### src/rtl/frame_pattern_pkg.sv
`default_nettype none
// ============================================================================
// frame_pattern_pkg
// Shared types for the frame pattern writer: FSM states, pattern mode
// encodings and the pixels-per-word derivation.
// Rev 1.0
// ============================================================================
package frame_pattern_pkg;

  typedef enum logic [2:0] {
    S_IDLE       = 3'd0,
    S_ROW_START  = 3'd1,
    S_PIX_REQ    = 3'd2,
    S_PIX_WAIT   = 3'd3,
    S_FRAME_END  = 3'd4,
    S_WAIT_VSYNC = 3'd5,
    S_CTRL_REQ   = 3'd6,
    S_CTRL_WAIT  = 3'd7
  } state_t;

  localparam logic [1:0] MODE_SOLID   = 2'd0;
  localparam logic [1:0] MODE_BANDS   = 2'd1;
  localparam logic [1:0] MODE_CHECKER = 2'd2;
  localparam logic [1:0] MODE_VGRAD   = 2'd3;

  // Number of pixels packed into one memory word.
  function automatic int calc_ppw(input int data_w, input int pix_w);
    return data_w / pix_w;
  endfunction

endpackage
`default_nettype wire

### src/rtl/frame_pattern_writer_pixel.sv
`default_nettype none
// ============================================================================
// pattern_pixel
// Combinational value of one test-pattern pixel at (x, y).
// Rev 1.0
// ============================================================================
module pattern_pixel
  import frame_pattern_pkg::*;
#(
  parameter int V_RES     = 480,
  parameter int PIX_W     = 8,
  parameter int CHK_SHIFT = 5
) (
  input  logic [1:0]       mode,
  input  logic [15:0]      x,
  input  logic [15:0]      y,
  input  logic [15:0]      shift,
  input  logic [PIX_W-1:0] color_a,
  input  logic [PIX_W-1:0] color_b,
  output logic [PIX_W-1:0] pix
);

  localparam logic [15:0] LAST_ROW = 16'(V_RES - 1);

  // Select the pattern; arithmetic results are truncated to the pixel width.
  always_comb begin
    pix = color_a;
    case (mode)
      MODE_SOLID:   pix = color_a;
      MODE_BANDS: begin
        if (y == 16'd0 || y == LAST_ROW) pix = '1;
        else                             pix = PIX_W'(x + y + shift);
      end
      MODE_CHECKER: pix = (x[CHK_SHIFT] ^ y[CHK_SHIFT]) ? color_b : color_a;
      default:      pix = PIX_W'(y + shift);
    endcase
  end

endmodule
`default_nettype wire

### src/rtl/frame_pattern_writer.sv
`default_nettype none
// ============================================================================
// frame_pattern_writer
// Renders a test-pattern frame into the back framebuffer, waits for vsync,
// swaps buffers and reports the new front buffer to the video controller.
// Rev 1.0
// ============================================================================
module frame_pattern_writer
  import frame_pattern_pkg::*;
#(
  parameter int          H_RES      = 640,
  parameter int          V_RES      = 480,
  parameter int          PIX_W      = 8,
  parameter int          DATA_W     = 32,
  parameter int          ROW_SHIFT  = 10,
  parameter logic [31:0] FB_BASE    = 32'h40C00000,
  parameter logic [31:0] BUF_STRIDE = 32'h00100000,
  parameter bit          CTRL_EN    = 1'b1,
  parameter logic [31:0] CTRL_ADDR  = 32'h82003000,
  parameter int          CHK_SHIFT  = 5
) (
  input  logic                clock,
  input  logic                reset,
  input  logic                enable,
  input  logic [1:0]          mode,
  input  logic [PIX_W-1:0]    color_a,
  input  logic [PIX_W-1:0]    color_b,
  input  logic                vsync,
  output logic [31:0]         sd_addr,
  output logic                sd_rw,
  output logic [DATA_W-1:0]   sd_data_in,
  output logic                sd_in_valid,
  output logic [DATA_W/8-1:0] sd_wmask,
  input  logic [DATA_W-1:0]   sd_data_out,
  input  logic                sd_done,
  output logic                fbuffer,
  output logic [15:0]         frame_count,
  output logic                busy
);

  localparam int          PPW       = calc_ppw(DATA_W, PIX_W);
  localparam logic [15:0] H_END     = 16'(H_RES);
  localparam logic [15:0] V_END     = 16'(V_RES);
  localparam logic [15:0] SHIFT_MAX = 16'(H_RES - 1);
  localparam logic [15:0] X_STEP    = 16'(PPW);

  state_t            state;
  logic [1:0]        cur_mode;
  logic [15:0]       x;
  logic [15:0]       y;
  logic [15:0]       shift;
  logic [15:0]       x_next;
  logic [31:0]       back_base;
  logic [31:0]       pix_addr;
  logic [DATA_W-1:0] pix_word;
  logic              vs_meta;
  logic              vs_sync;
  logic              vs_prev;
  logic              vs_rise;
  logic              unused_read_data;

  // Write-only client: read data is never consumed.
  assign unused_read_data = ^sd_data_out;

  assign sd_rw    = 1'b1;
  assign sd_wmask = '1;
  assign busy     = (state != S_IDLE);

  // The back buffer is the one not currently scanned out.
  assign back_base = FB_BASE + (fbuffer ? 32'd0 : BUF_STRIDE);
  assign pix_addr  = back_base + ({16'd0, y} << ROW_SHIFT)
                   + ((32'(x) * 32'(PIX_W)) >> 3);
  assign x_next    = x + X_STEP;
  assign vs_rise   = vs_sync & ~vs_prev;

  // One pattern evaluator per pixel lane of the write word.
  for (genvar k = 0; k < PPW; k++) begin : g_pix
    pattern_pixel #(
      .V_RES     (V_RES),
      .PIX_W     (PIX_W),
      .CHK_SHIFT (CHK_SHIFT)
    ) u_pix (
      .mode    (cur_mode),
      .x       (x + 16'(k)),
      .y       (y),
      .shift   (shift),
      .color_a (color_a),
      .color_b (color_b),
      .pix     (pix_word[k*PIX_W +: PIX_W])
    );
  end

  // Two-flop synchroniser plus edge register for the asynchronous vsync.
  always_ff @(posedge clock or negedge reset) begin
    if (!reset) begin
      vs_meta <= 1'b0;
      vs_sync <= 1'b0;
      vs_prev <= 1'b0;
    end else begin
      vs_meta <= vsync;
      vs_sync <= vs_meta;
      vs_prev <= vs_sync;
    end
  end

  // Frame rendering, buffer swap and control-register write sequencer.
  always_ff @(posedge clock or negedge reset) begin
    if (!reset) begin
      state       <= S_IDLE;
      cur_mode    <= MODE_SOLID;
      x           <= '0;
      y           <= '0;
      shift       <= '0;
      sd_addr     <= '0;
      sd_data_in  <= '0;
      sd_in_valid <= 1'b0;
      fbuffer     <= 1'b0;
      frame_count <= '0;
    end else begin
      sd_in_valid <= 1'b0;
      case (state)
        S_IDLE: begin
          if (enable) begin
            cur_mode <= mode;
            x        <= '0;
            y        <= '0;
            state    <= S_ROW_START;
          end
        end
        S_ROW_START: begin
          if (y == V_END) begin
            state <= S_FRAME_END;
          end else begin
            x     <= '0;
            state <= S_PIX_REQ;
          end
        end
        S_PIX_REQ: begin
          sd_addr     <= pix_addr;
          sd_data_in  <= pix_word;
          sd_in_valid <= 1'b1;
          state       <= S_PIX_WAIT;
        end
        S_PIX_WAIT: begin
          if (sd_done) begin
            x <= x_next;
            if (x_next == H_END) begin
              y     <= y + 16'd1;
              state <= S_ROW_START;
            end else begin
              state <= S_PIX_REQ;
            end
          end
        end
        S_FRAME_END: begin
          shift <= (shift == SHIFT_MAX) ? 16'd0 : shift + 16'd1;
          state <= S_WAIT_VSYNC;
        end
        S_WAIT_VSYNC: begin
          if (vs_rise) begin
            fbuffer     <= ~fbuffer;
            frame_count <= frame_count + 16'd1;
            state       <= CTRL_EN ? S_CTRL_REQ : S_IDLE;
          end
        end
        S_CTRL_REQ: begin
          sd_addr     <= CTRL_ADDR;
          sd_data_in  <= DATA_W'(fbuffer);
          sd_in_valid <= 1'b1;
          state       <= S_CTRL_WAIT;
        end
        S_CTRL_WAIT: begin
          if (sd_done) state <= S_IDLE;
        end
        default: state <= S_IDLE;
      endcase
    end
  end

endmodule
`default_nettype wire

### config.mk
export PLATFORM = sky130hd
export DESIGN_NAME = frame_pattern_writer
export DESIGN_NICKNAME = d
export VERILOG_FILES = /design/src/rtl/frame_pattern_pkg.sv /design/src/rtl/frame_pattern_writer_pixel.sv /design/src/rtl/frame_pattern_writer.sv
export SDC_FILE = /design/constraint.sdc
export NUM_CORES = 1
export LEC_CHECK = 0
export ABC_CLOCK_PERIOD_IN_PS = 8080
export CELL_PAD_IN_SITES_DETAIL_PLACEMENT = 2
export CELL_PAD_IN_SITES_GLOBAL_PLACEMENT = 2
export CORE_MARGIN = 2
export CORE_UTILIZATION = 36
export CTS_CLUSTER_DIAMETER = 100
export DETAILED_ROUTE_END_ITERATION = 8
export PLACE_DENSITY_LB_ADDON = 0.2
export SETUP_SLACK_MARGIN = 0.2
export SLEW_MARGIN = 20
export SYNTH_ARGS = -nofsm -noshare
export SYNTH_HDL_FRONTEND = slang
export SYNTH_SLANG_ARGS = --single-unit
export TNS_END_PERCENT = 50
### constraint.sdc
create_clock -name clock -period 8.08 [get_ports clock]
set_input_delay 0.808 -clock clock [delete_from_list [all_inputs] [get_ports clock]]
set_output_delay 0.808 -clock clock [all_outputs]
set_load 0.03 [all_outputs]
Fig. 1: run 1, signal wires by layer
Only two layers are drawn.
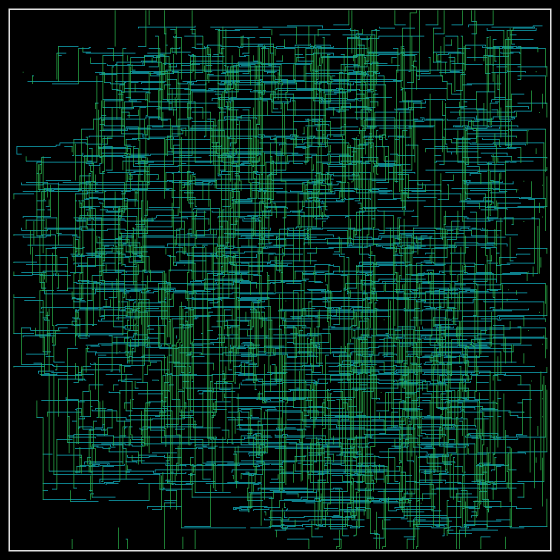
[met2] green | wire length: 14,700 microns
[met1] cyan | wire length: 14,600 microns
total via count in the routed design: 7,757
routed len/inst: 21.7 microns
drt total wl: 30,600 microns
All-Layer GR Usage: 0.242

Fig. 2: run 1, gate-type map
The bar under the picture is 50 microns long.
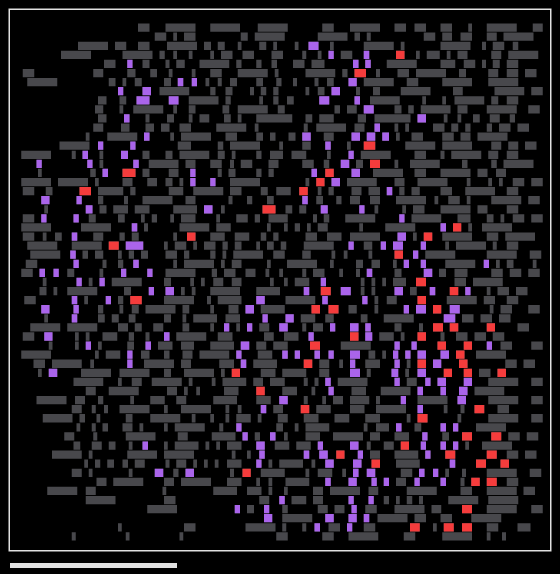
[AND-OR and OR-AND gates] red | cells: 59 | most used: a21o_1
[inverting AOI/OAI gates] purple | cells: 197 | most used: o21ai_0 | where: spread over the die
filler-free cell count of the finished design: 1,409
Comb area share: 0.479
most frequently placed logic cell in the final layout: dfrtp_1

Fig. 3: run 1, clock nets
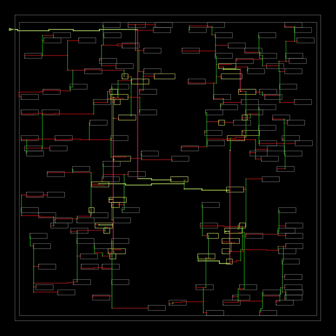
power in the clock group: 835 uW
Sinks on Clock Net: 132
CTS Buf Count: 17

==> reports/results.md, run 1 <==
| Item | Value | Unit |
| --- | --- | --- |
| Status | finished, final reports clean | - |
| Fraction of area in registers | 0.307 | - |
| Post-layout min period | 3410 | ps |
| Die area | 26,100 | sq um |
| First-pass DRT Iterations | 4 | - |
| Required time of the critical path | 8380 | ps |
| Post-Synth Simple-Gate Area | 0.188 | - |
| Dominant kind of cell | logic gates | - |
| Cell types occupying the most area after synthesis | dfrtp_1 37%, ha_1 6.4%, nand2_1 4.9% | - |
| Area occupied by multi-input gates | 5150 | sq um |
| Multi-input combinational cell count | 756 | - |
| Signal buffers | 109 | - |
| Compound-cell area share of the yosys netlist | 0.184 | - |
| Post-layout util | 0.441 | - |
| Global-route wire length before repair | 49,100 | microns |
| Antenna diode instance count | 0 | - |
| Longest Clk Path Bufs | 2 | - |
| Post-synthesis async set-or-reset flop share | 1.00 | - |
| Leakage component of the power | 5.05 | nW |
| Transition at the pin with the smallest max-transition slack | 1040 | ps |
| Sum of overflow across all layers after global routing | 0 | - |
| Mean instance size in the synthesized netlist | 8.91 | sq um |
| Via-to-Cell Ratio | 5.51 | - |
| Number of antenna violations at the first check in global routing | 0 | - |
| Inverter count | 56 | - |
| Place WS | 4640 | ps |
| Cell variety after synth | 67 | - |
| Max capacitance violation total | 0 | - |
| Yosys Chip Area | 8950 | sq um |
| List of cells traversed by the critical path | nand2b_2 > buf_4 > inv_1 > nand2b_1 > or3_1 > o211ai_1 > a221oi_1 > o21ai_0 | - |
| I/O Buffers | 102 | - |
| GR met1 Demand/Resource | 0.332 | - |
| Flip-flops with a built-in enable | 0 | - |
| Final sequential cell count | 132 | - |
| Fillers | 2,675 | - |
| Commonest non-fill, non-tap cells in the layout | 132 x dfrtp_1, 117 x nand2_1, 101 x clkdlybuf4s50_1 | - |
| Final clock skew | 13.8 | ps |
| Pwr/cell area | 261 | nW/um^2 |
| Area share of fa/ha/maj cells after synthesis | 0.107 | - |
| Max-area cell share | 0.369 | - |
| CTS clk-pin slew, worst paths | 70 | ps |
| Highest layer used for signal routing | met4 | - |
| Via count of the first global-routing pass | 8,489 | - |
| Placed insts | 1,377 | - |
| Post-synth top cells | 132 x dfrtp_1, 117 x nand2_1, 72 x o21ai_0 | - |
| Net count, final | 1,192 | - |
| Placement Rows | 57 | - |
| Width of the die | 162 | microns |
| Met3 usage in global routing | 0.0291 | - |
| Number of DRC violations after detailed-routing iteration 0 | 413 | - |
| Overall power | 2.81 | mW |
| Critical Path Max Stage Delay | 690 | ps |
| Post-route cell area | 10,800 | sq um |
| Final-layout worst hold slack | 362 | ps |
| Xor/xnor share | 0.0665 | - |
| Layout clock buffer count | 17 | - |
| Least setup slack across all paths after layout | 4670 | ps |
| Final Max Tran Viols | 0 | - |
| Final Hold Violation Tally | 0 | - |
| Highest-utilization routing layer at the global route stage | met2 | - |
| Wire length the detailed router placed on met1 | 14,600 | microns |
| Top reg by flops | sd_data_in | - |
| Element type at the critical path start | register | - |
| Clk cell area share | 0.0569 | - |
| Number of flip-flops in the largest register | 32 | - |
| Main flop type after synthesis | dfrtp_1 | - |
| Detailed placer's ending HPWL | 22,000 | microns |
| Tally of yosys warning messages | 0 | - |
| Post-CTS Hold Fix Bufs | 0 | - |
| Core Box Area | 24,400 | sq um |
| Largest registers | sd_data_in (32), sd_addr (28) | - |
| Crit-path slowest cell | nand2b_2 | - |
| Ratio of cells with drive above 1 in the final layout | 0.0544 | - |
| Cell count listed in synth_stat.txt | 1,004 | - |
| Met2 wirelength from detailed routing | 14,700 | microns |
==> run 1: report_power, final <==
part	switching [mW]	total [mW]	internal, mW
registers	0.148	0.924	0.776
clock network	0.365	0.835	0.470
logic	0.632	1.05	0.420
==> run 1: final timing paths <==
| path | start | endpoint | slack (ps) | cells past startpoint |
|---|---|---|---|---|
| hold / removal | vs_meta | vs_sync | 360 | 0 |
| hold reg to reg | vs_meta | vs_sync | 360 | 0 |
| min in group asynchronous | reset | sd_data_in[18] | 370 | 1 |
| setup reg to reg | state[0] | sd_data_in[14] | 4670 | 8 |
| max in group asynchronous | reset | y[7] | 6290 | 2 |
| setup / recovery | state[0] | sd_data_in[14] | 4670 | 8 |
Fig. 4: run 1, register map, names as in the netlist
The bar under the picture is 50 microns long.
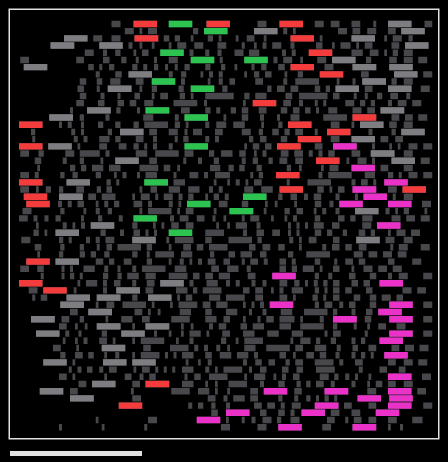

## Run 2: what changed since run 1
- ABC_CLOCK_PERIOD_IN_PS: 8080 -> 3300
- CORE_UTILIZATION: 36 -> 33
- clock period: 8.08 -> 3.3 ns (I/O delays scaled with it)
Fig. 5: run 2, register map, names as in the netlist
The bar under the picture is 50 microns long.
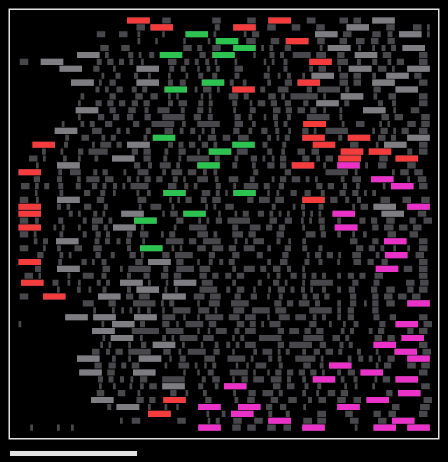
[sd_addr] red | placed flops: 28 | where: spread over the die
[y] green | placed flops: 16
[sd_data_in] magenta | placed flops: 32
not coloured: 56
fraction of area in registers: 0.300
combined flip-flop and latch cell area: 3300 sq um
post-layout util: 0.412
Power Sequential: 2.18 mW

Fig. 6: run 2, pin map
Pins as bars across the die edge, other pins in grey.
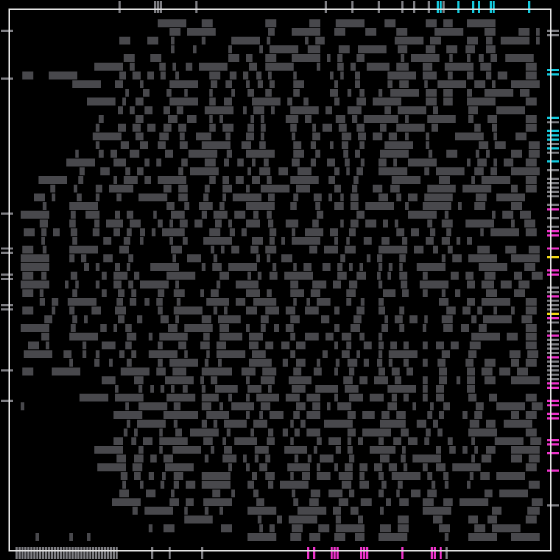
[sd_data_in] magenta | pins: 32 | direction: output | edge: 20 east, 12 south
[mode] yellow | pins: 2 | direction: input | edge: east
[frame_count] cyan | pins: 16 | direction: output | edge: 8 north, 8 east
Die Height: 169 microns
width of the die: 169 microns
I/O Buffers: 102

==> reports/results.md, run 2 <==
| Item | Value | Unit | vs previous |
| --- | --- | --- | --- |
| Status | finished, final reports clean | - | unchanged |
| Highest layer used for signal routing | met4 | - | unchanged |
| Met3 usage in global routing | 0.0288 | - | was 0.0291 |
| Critical path origin | y[3] | - | was state[0] |
| Final-layout worst hold slack | 327 | ps | was 362 ps |
| Routed len/inst | 20.9 | microns | was 21.7 microns |
| Tally of yosys warning messages | 0 | - | unchanged |
| Comb area share | 0.467 | - | was 0.479 |
| Comb pwr | 2.68 | mW | was 1.05 mW |
| Placement Rows | 60 | - | was 57 |
| CTS clk-pin slew, worst paths | 70 | ps | about the same |
| Endpoint of the most critical setup path | sd_data_in[21] | - | was sd_data_in[14] |
| Final Max Tran Viols | 0 | - | unchanged |
| Dominant kind of cell | logic gates | - | unchanged |
| Post-synth top cells | 132 x dfrtp_1, 117 x nand2_1, 72 x o21ai_0 | - | unchanged |
| Required time of the critical path | 3600 | ps | was 8380 ps |
| Least setup slack across all paths after layout | 402 | ps | was 4670 ps |
| Fillers | 2,967 | - | was 2,675 |
| Final Hold Violation Tally | 0 | - | unchanged |
| Top reg by flops | sd_data_in | - | unchanged |
| Switching power share of the total | 0.401 | - | was 0.407 |
| Wire length the detailed router placed on met1 | 14,600 | microns | about the same |
| Crit-path slowest cell | dfrtp_1 | - | was nand2b_2 |
| Via count of the first global-routing pass | 8,471 | - | was 8,489 |
| Number of flip-flops in the largest register | 32 | - | unchanged |
| Placed insts | 1,425 | - | was 1,377 |
| Sinks on Clock Net | 132 | - | unchanged |
| Group drawing the most power | combinational cells | - | unchanged |
| Detailed placer's ending HPWL | 22,800 | microns | was 22,000 microns |
| Core Box Area | 26,800 | sq um | was 24,400 sq um |
| Clk cell area share | 0.0549 | - | was 0.0569 |
| Ratio of cells with drive above 1 in the final layout | 0.0833 | - | was 0.0544 |
| Clk pwr share | 0.295 | - | was 0.297 |
| Element type at the critical path start | register | - | unchanged |
| Yosys Chip Area | 8950 | sq um | unchanged |
| Longest Clk Path Bufs | 2 | - | unchanged |
| Max capacitance violation total | 0 | - | unchanged |
| Post-layout min period | 2900 | ps | was 3410 ps |
| Cell Int Power | 4.13 | mW | was 1.67 mW |
| Post-route cell area | 11,000 | sq um | was 10,800 sq um |
| Area occupied by multi-input gates | 5160 | sq um | was 5150 sq um |
| Sum of overflow across all layers after global routing | 0 | - | unchanged |
| Die area | 28,500 | sq um | was 26,100 sq um |
| Antenna diode instance count | 0 | - | unchanged |
| Flip-flops with a built-in enable | 0 | - | unchanged |
| Place WS | 288 | ps | was 4640 ps |
| Multi-input combinational cell count | 756 | - | unchanged |
| Number of antenna violations at the first check in global routing | 0 | - | unchanged |
| Inverter count | 56 | - | unchanged |
| Via-to-Cell Ratio | 5.45 | - | was 5.51 |
| Transition at the pin with the smallest max-transition slack | 746 | ps | was 1040 ps |
| Max-area cell share | 0.369 | - | unchanged |
| Mean instance size in the synthesized netlist | 8.91 | sq um | unchanged |
| Net count, final | 1,224 | - | was 1,192 |
| Reg2Reg Setup Slack | 400 | ps | was 4670 ps |
| First-pass DRT Iterations | 4 | - | unchanged |
| Filler-free cell count of the finished design | 1,458 | - | was 1,409 |
| R2r startpoint | y[3] | - | was state[0] |
| Met2 wirelength from detailed routing | 14,600 | microns | was 14,700 microns |
| Cell count listed in synth_stat.txt | 1,004 | - | unchanged |
| Number of DRC violations after detailed-routing iteration 0 | 411 | - | was 413 |
| Signal buffers | 141 | - | was 109 |
| Global-route wire length before repair | 48,700 | microns | was 49,100 microns |
| Endpoint of the most critical register-to-register path | sd_data_in[21] | - | was sd_data_in[14] |
| Total via count in the routed design | 7,949 | - | was 7,757 |
| Startpoint of the most critical hold path | vsync | - | was vs_meta |
| Largest registers | sd_data_in (32), sd_addr (28) | - | unchanged |
| Critical Path Max Stage Delay | 550 | ps | was 690 ps |
| Cell variety after synth | 67 | - | unchanged |
Fig. 7: run 2, clock nets
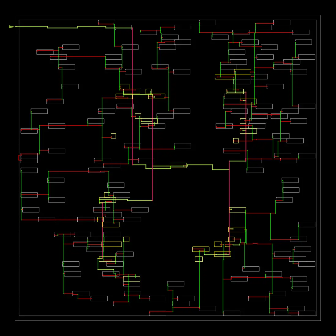
final clock skew: 12.7 ps
final sequential cell count: 132
Late-Pin Clk Latency: 440 ps
power in the clock group: 2.03 mW
layout clock buffer count: 18

==> run 2: repair_timing <==
action / 4_1_cts / 5_1_grt
resized: 0 / 5
hold endpoints to repair: 70 / 0
hold buffers: 1 / 0
endpoints found under the setup margin: 0 / 9
==> run 2: kinds of logic (layout without fill, tap and decap cells) <==
| family | Yosys count | in the layout | synth area share |
|---|---|---|---|
| and+or+nand+nor | 336 | 336 | 0.188 |
| AOI/OAI and AO/OA | 256 | 256 | 0.184 |
| DFF | 132 | 132 | 0.369 |
| buffers and inverters | 122 | 229 | 0.0584 |
| xor gates and xnor gates | 68 | 68 | 0.0665 |
| adders and majority gates | 65 | 65 | 0.107 |
| muxes | 23 | 23 | 0.0264 |
| other | 2 | 8 | 0.000839 |
Power and IR drop assume default switching activity.
